===== src/rtl/traffic_injector_if.sv =====
// rtl/traffic_injector_if.sv - local-port request/grant handshake between injector and router input FIFO
interface traffic_injector_if #(
  parameter int PACKETWIDTH = 32
);
  logic                   ReqDnStr;
  logic                   GntDnStr;
  logic                   DnStrFull;
  logic [PACKETWIDTH-1:0] PacketOut;

  modport master (
    output ReqDnStr,
    output PacketOut,
    input  GntDnStr,
    input  DnStrFull
  );

  modport slave (
    input  ReqDnStr,
    input  PacketOut,
    output GntDnStr,
    output DnStrFull
  );
endinterface


===== src/rtl/traffic_injector.sv =====
// rtl/traffic_injector.sv - synthetic NoC packet source with gap, dest modes, LFSR payload and packet budget
// TRAFFIC_INJECTOR_STATS_EN adds SentCount/StallCycles counter outputs.
module traffic_injector #(
  parameter int              ID_W        = 6,
  parameter logic [ID_W-1:0] ROUTER_ID   = 6'b000_010,
  parameter int              PID_W       = 10,
  parameter int              PAY_W       = 10,
  parameter int              PACKETWIDTH = 32,
  parameter int              GAP_W       = 16,
  parameter int              MAX_PKTS    = 1023,
  parameter logic [15:0]     LFSR_SEED   = 16'hACE1
) (
  input  logic                clk,
  input  logic                reset,
  input  logic                Enable,
  input  logic [1:0]          Mode,
  input  logic [ID_W-1:0]     CfgDest,
  input  logic [GAP_W-1:0]    CfgGap,
`ifdef TRAFFIC_INJECTOR_STATS_EN
  output logic [PID_W:0]      SentCount,
  output logic [15:0]         StallCycles,
`endif
  output logic                Done,
  traffic_injector_if.master  bus
);

  localparam int              SENT_W    = PID_W + 1;
  localparam logic [SENT_W-1:0] MAX_CNT = SENT_W'(MAX_PKTS);
  localparam bit              BUDGET_EN = (MAX_PKTS != 0);

  typedef enum logic [1:0] {
    S_IDLE,
    S_GAP,
    S_WAIT_GNT,
    S_DONE
  } state_t;

  state_t                 state_q, state_d;
  logic [GAP_W-1:0]       count_q, count_d;
  logic [PID_W-1:0]       pid_q, pid_d;
  logic [SENT_W-1:0]      sent_q, sent_d;
  logic [15:0]            lfsr_q, lfsr_d;
  logic                   req_q, req_d;
  logic [PACKETWIDTH-1:0] data_q, data_d;

  logic                   gap_expired;
  logic [ID_W-1:0]        rnd_dst;
  logic [ID_W-1:0]        dst_sel;
  logic [PACKETWIDTH-1:0] next_pkt;

  // Fibonacci form of x^16 + x^14 + x^13 + x^11 + 1, shifting toward bit 0
  assign lfsr_d = {lfsr_q[0] ^ lfsr_q[2] ^ lfsr_q[3] ^ lfsr_q[5], lfsr_q[15:1]};

  assign gap_expired = !(count_q < CfgGap);
  assign rnd_dst     = lfsr_q[ID_W+7:8];

  always_comb begin
    dst_sel = CfgDest;
    unique case (Mode)
      2'b01:   dst_sel = (rnd_dst == ROUTER_ID) ? (rnd_dst ^ ID_W'(1)) : rnd_dst;
      2'b10:   dst_sel = ~ROUTER_ID;
      default: dst_sel = CfgDest;
    endcase
  end

  assign next_pkt = {pid_q, ROUTER_ID, dst_sel, lfsr_q[PAY_W-1:0]};

  always_comb begin
    state_d = state_q;
    count_d = count_q;
    pid_d   = pid_q;
    sent_d  = sent_q;
    req_d   = req_q;
    data_d  = data_q;
    unique case (state_q)
      S_IDLE: begin
        count_d = '0;
        if (Enable) state_d = S_GAP;
      end
      S_GAP: begin
        if (!Enable) begin
          state_d = S_IDLE;
        end else if (!gap_expired) begin
          count_d = count_q + 1'b1;
        end else if (!bus.DnStrFull) begin
          data_d  = next_pkt;
          req_d   = 1'b1;
          count_d = '0;
          state_d = S_WAIT_GNT;
        end
      end
      // Request is held regardless of Enable or DnStrFull until granted
      S_WAIT_GNT: begin
        if (bus.GntDnStr) begin
          req_d  = 1'b0;
          pid_d  = pid_q + 1'b1;
          sent_d = sent_q + 1'b1;
          if (BUDGET_EN && (sent_d == MAX_CNT)) state_d = S_DONE;
          else if (Enable)                       state_d = S_GAP;
          else                                   state_d = S_IDLE;
        end
      end
      S_DONE: begin
        if (!Enable) state_d = S_IDLE;
      end
      default: state_d = S_IDLE;
    endcase
  end

  always_ff @(posedge clk) begin
    if (reset) begin
      state_q <= S_IDLE;
      count_q <= '0;
      pid_q   <= '0;
      sent_q  <= '0;
      lfsr_q  <= LFSR_SEED;
      req_q   <= 1'b0;
      data_q  <= '0;
    end else begin
      state_q <= state_d;
      count_q <= count_d;
      pid_q   <= pid_d;
      sent_q  <= sent_d;
      lfsr_q  <= lfsr_d;
      req_q   <= req_d;
      data_q  <= data_d;
    end
  end

  assign bus.ReqDnStr  = req_q;
  assign bus.PacketOut = data_q;
  assign Done          = (state_q == S_DONE);

`ifdef TRAFFIC_INJECTOR_STATS_EN
  logic        stall_evt;
  logic [15:0] stall_q;

  assign stall_evt = (state_q == S_GAP) && Enable && gap_expired && bus.DnStrFull;

  always_ff @(posedge clk) begin
    if (reset) begin
      stall_q <= '0;
    end else if (stall_evt && (stall_q != 16'hFFFF)) begin
      stall_q <= stall_q + 1'b1;
    end
  end

  assign SentCount   = sent_q;
  assign StallCycles = stall_q;
`endif

endmodule

===== src/flat_wrapper.sv =====
// flat-port wrapper written by rule: the top's interface ports become plain ports
module traffic_injector_flat 
#(
  parameter int              ID_W        = 6,
  parameter logic [ID_W-1:0] ROUTER_ID   = 6'b000_010,
  parameter int              PID_W       = 10,
  parameter int              PAY_W       = 10,
  parameter int              PACKETWIDTH = 32,
  parameter int              GAP_W       = 16,
  parameter int              MAX_PKTS    = 1023,
  parameter logic [15:0]     LFSR_SEED   = 16'hACE1
)
  (clk, reset, Enable, Mode, CfgDest, CfgGap, Done, bus_ReqDnStr, bus_PacketOut, bus_GntDnStr, bus_DnStrFull);
  traffic_injector_if #(.PACKETWIDTH(PACKETWIDTH)) bus_i ();
  input  logic clk;
  input  logic reset;
  input  logic Enable;
  input  logic [1:0] Mode;
  input  logic [ID_W-1:0] CfgDest;
  input  logic [GAP_W-1:0] CfgGap;
  output logic Done;
  output wire logic [$bits(bus_i.ReqDnStr)-1:0] bus_ReqDnStr;
  output wire logic [$bits(bus_i.PacketOut)-1:0] bus_PacketOut;
  input wire logic [$bits(bus_i.GntDnStr)-1:0] bus_GntDnStr;
  input wire logic [$bits(bus_i.DnStrFull)-1:0] bus_DnStrFull;
  assign bus_ReqDnStr = bus_i.ReqDnStr;
  assign bus_PacketOut = bus_i.PacketOut;
  assign bus_i.GntDnStr = bus_GntDnStr;
  assign bus_i.DnStrFull = bus_DnStrFull;
  traffic_injector #(.ID_W(ID_W), .ROUTER_ID(ROUTER_ID), .PID_W(PID_W), .PAY_W(PAY_W), .PACKETWIDTH(PACKETWIDTH), .GAP_W(GAP_W), .MAX_PKTS(MAX_PKTS), .LFSR_SEED(LFSR_SEED)) u_core (.clk(clk), .reset(reset), .Enable(Enable), .Mode(Mode), .CfgDest(CfgDest), .CfgGap(CfgGap), .Done(Done), .bus(bus_i));
endmodule

===== config.mk =====
export PLATFORM = sky130hd
export DESIGN_NAME = traffic_injector_flat
export DESIGN_NICKNAME = d
export VERILOG_FILES = /design/src/rtl/traffic_injector_if.sv /design/src/rtl/traffic_injector.sv /design/src/flat_wrapper.sv
export SDC_FILE = /design/constraint.sdc
export NUM_CORES = 1
export LEC_CHECK = 0
export CAP_MARGIN = 20
export CORE_ASPECT_RATIO = 2
export CORE_MARGIN = 5
export CORE_UTILIZATION = 54
export CTS_CLUSTER_DIAMETER = 120
export DETAILED_ROUTE_END_ITERATION = 8
export PLACE_DENSITY = 0.8
export SLEW_MARGIN = 20
export SYNTH_ARGS = -nofsm -noshare
export SYNTH_HDL_FRONTEND = slang
export SYNTH_SLANG_ARGS = --single-unit

===== constraint.sdc =====
create_clock -name clk -period 3.33 [get_ports clk]
set_input_delay 0.666 -clock clk [delete_from_list [all_inputs] [get_ports clk]]
set_output_delay 0.666 -clock clk [all_outputs]
set_load 0.01 [all_outputs]

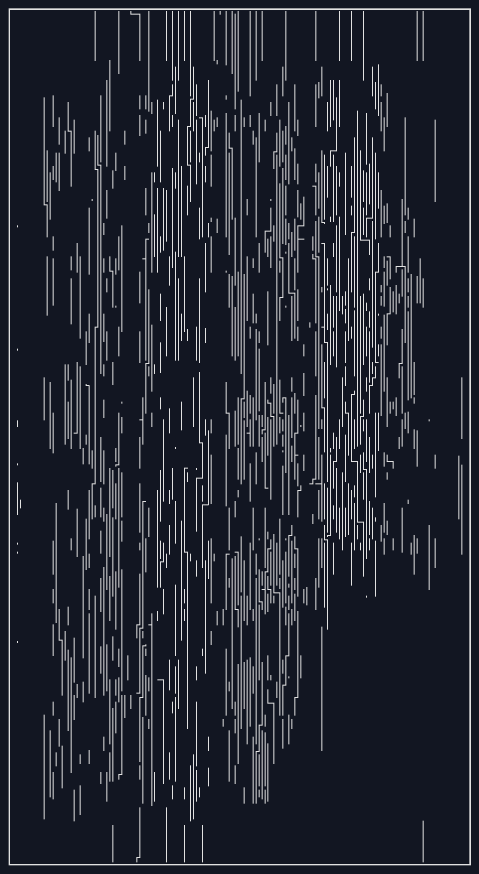
(images/m2.png)
wire length on this layer: 4780 um
share of all routed wire: 53%
main direction: vertical

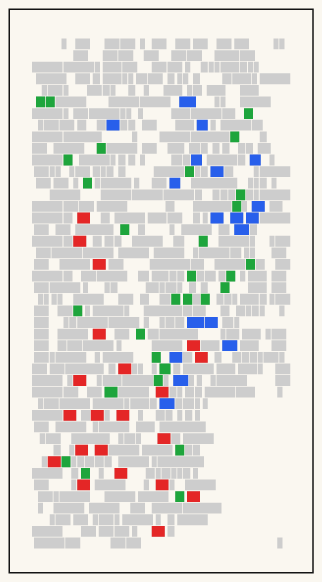
(images/gates.png)
legend:
  xor and xnor cells:
    colour: red
    cells: 21
  and/or cells:
    colour: green
    cells: 29
  non-inverting ao/oa cells:
    colour: blue
    cells: 18
post-layout instance count excluding filler cells: 606
dominant logic cell type in the layout: dfxtp_1

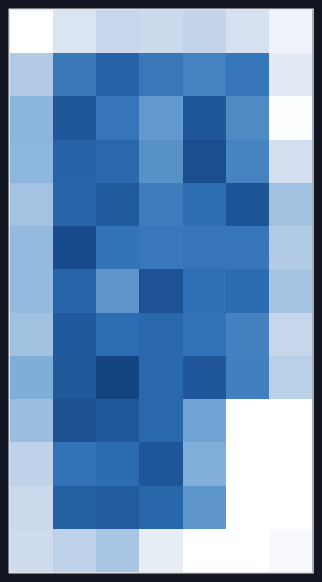
(images/util_map.png)
The die is cut into 7 by 13 equal tiles; white is low, dark blue is high, 0 to 100% covered.
emptiest ninth of the die: lower right
mean over tiles: 52%
nearly empty tiles: 11%
densest ninth of the die: centre

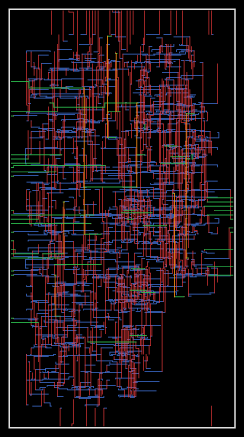
(images/layers.png)
legend:
  M3:
    colour: green
    wire_length: 447 um
  M1:
    colour: blue
    wire_length: 3480 um
  M2:
    colour: red
    wire_length: 4780 um
  M4:
    colour: orange
    wire_length: 231 um
GRT Total Usage: 19.8%
total number of vias: 3386
Post-Route WL: 8940 um
Wirelength per Cell: 14.7 um

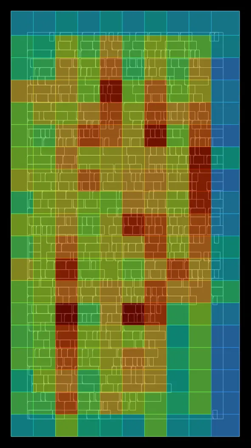
(images/congestion_map.png)
met3 Usage GRT: 5.96%
final cell utilization of the core: 68.3%

==> impl_metrics.csv <==
group,metric,value,unit
clock_network,cts_buffer_depth,2,
placed_design,numPortBuffers,57,
clock_network,clkTransAtPathRegs,0.06,ns
synth,synth_area_leader_cell,"dfxtp_1",
final_layout,comb_cells,328,
final_timing,finalCritPeriodShare,88.1,%
run,drv_cap,0,
synth,synth.cell_area,4000,sq um
power,powerSeq,0.00102,W
detailed_routing,vias_per_cell,5.59,
power,finalPower,0.00224,W
global_routing,top_usage_layer,"met2",
synth,yosysWarnings,0,
die,die_x,70.9,um
detailed_routing,ant_nets,0,
final_layout,n_all_inverters,25,
synth,topCombFamilyByArea,"simple AND/OR/NAND/NOR gates",
power,comb-power,0.000121,W
clock_network,clock_latency,0.33,ns
worst_hold_path,hp-class,"register to register",
final_layout,final_cell_area,4960,sq um
clock_network,h-tree-depth,3,
clock_network,clock-sinks,83,
global_routing,grt_max_degree,69,
global_routing,grt_pass1_vias,3458,
final_timing,fmax,341,MHz
die,design.die.area,9330,sq um
synth,synth_chip_area,4000,sq um
die,ios,63,
final_timing,worstMarginPinSlew,0.625,ns
critical_path,reg2reg_depth,8,
synth,top_cell,"dfxtp_1",
placed_design,place_ws,0.116,ns
synth,aoi_share,13.2,%
critical_path,required,3.52,ns
final_layout,comb_area_share,43.1,%
final_layout,nets,560,
detailed_routing,drc,0,
critical_path,critical_path.endpoint,"u_core.bus.PacketOut[22]",
critical_path,worstSetupEndpointType,"register",
power,clkPwrFrac,49.2,%
die,core,7270,sq um
die,fp_util,55.0,%
synth,synth.mux.area_fraction,7.07,%
final_layout,syn_to_final_growth,24.1,%
final_timing,rsz0062_at_grt,"false",
critical_path,start_kind,"primary input",
synth,top_cells_by_area,"dfxtp_1 (42%), ha_1 (6.6%), mux2i_1 (6.5%), nor2_1 (6.1%), xor2_1 (3.1%)",
final_timing,finClkSkew,0.00465,ns
die,die_h,132,um
critical_path,r2r-end,"u_core.bus.PacketOut[22]",
global_routing,antenna_found_initial,0,
final_timing,timing.slew.headroom,58.3,%
critical_path,cp.depth,10,
critical_path,regToRegSetupSlack,0.83,ns
run,tool_warnings,28,
synth,ys_types,54,
critical_path,critPathTopFamily,"buffers and inverters",
clock_network,cts-root-buf,"clkbuf_16",
die,n_tap_cell,92,
critical_path,worstSetupStartpoint,"CfgGap[7]",
clock_network,cts_tree,"done",
power,sw_frac_of_total,20.0,%
power,power_frac_comb,5.4,%
final_layout,fillerInstances,605,
clock_network,cts_setup_buffers,0,
global_routing,overflow,0,
clock_network,hold_buffers,0,
critical_path,crit_slowest_cell,"clkdlybuf4s50_1",
detailed_routing,wl_met2,4780,um
synth,ys_ff,83,
final_layout,lay_top_cells,"dfxtp_1 (83), nor2_1 (65), clkdlybuf4s50_1 (56)",
final_timing,setup_violations,0,
detailed_routing,drt-met1-wl,3480,um
synth,async_flop_share,0,%
final_layout,final-nonclk-buf-share,12.6,%
power,seq_power_share,45.4,%
status,status,"complete, no violations",
clock_network,cts_made_buffers,9,
critical_path,worstSetupPathType,"primary input to register",
placed_design,place_hpwl,6340,um
power,power_leader,"clock",
synth,ys_seq_share,41.5,%
final_timing,final-hold-violation-count,0,
power,p_int,0.00179,W
final_layout,n_all_buffers,63,
Power is estimated from default activity; no workload was simulated.
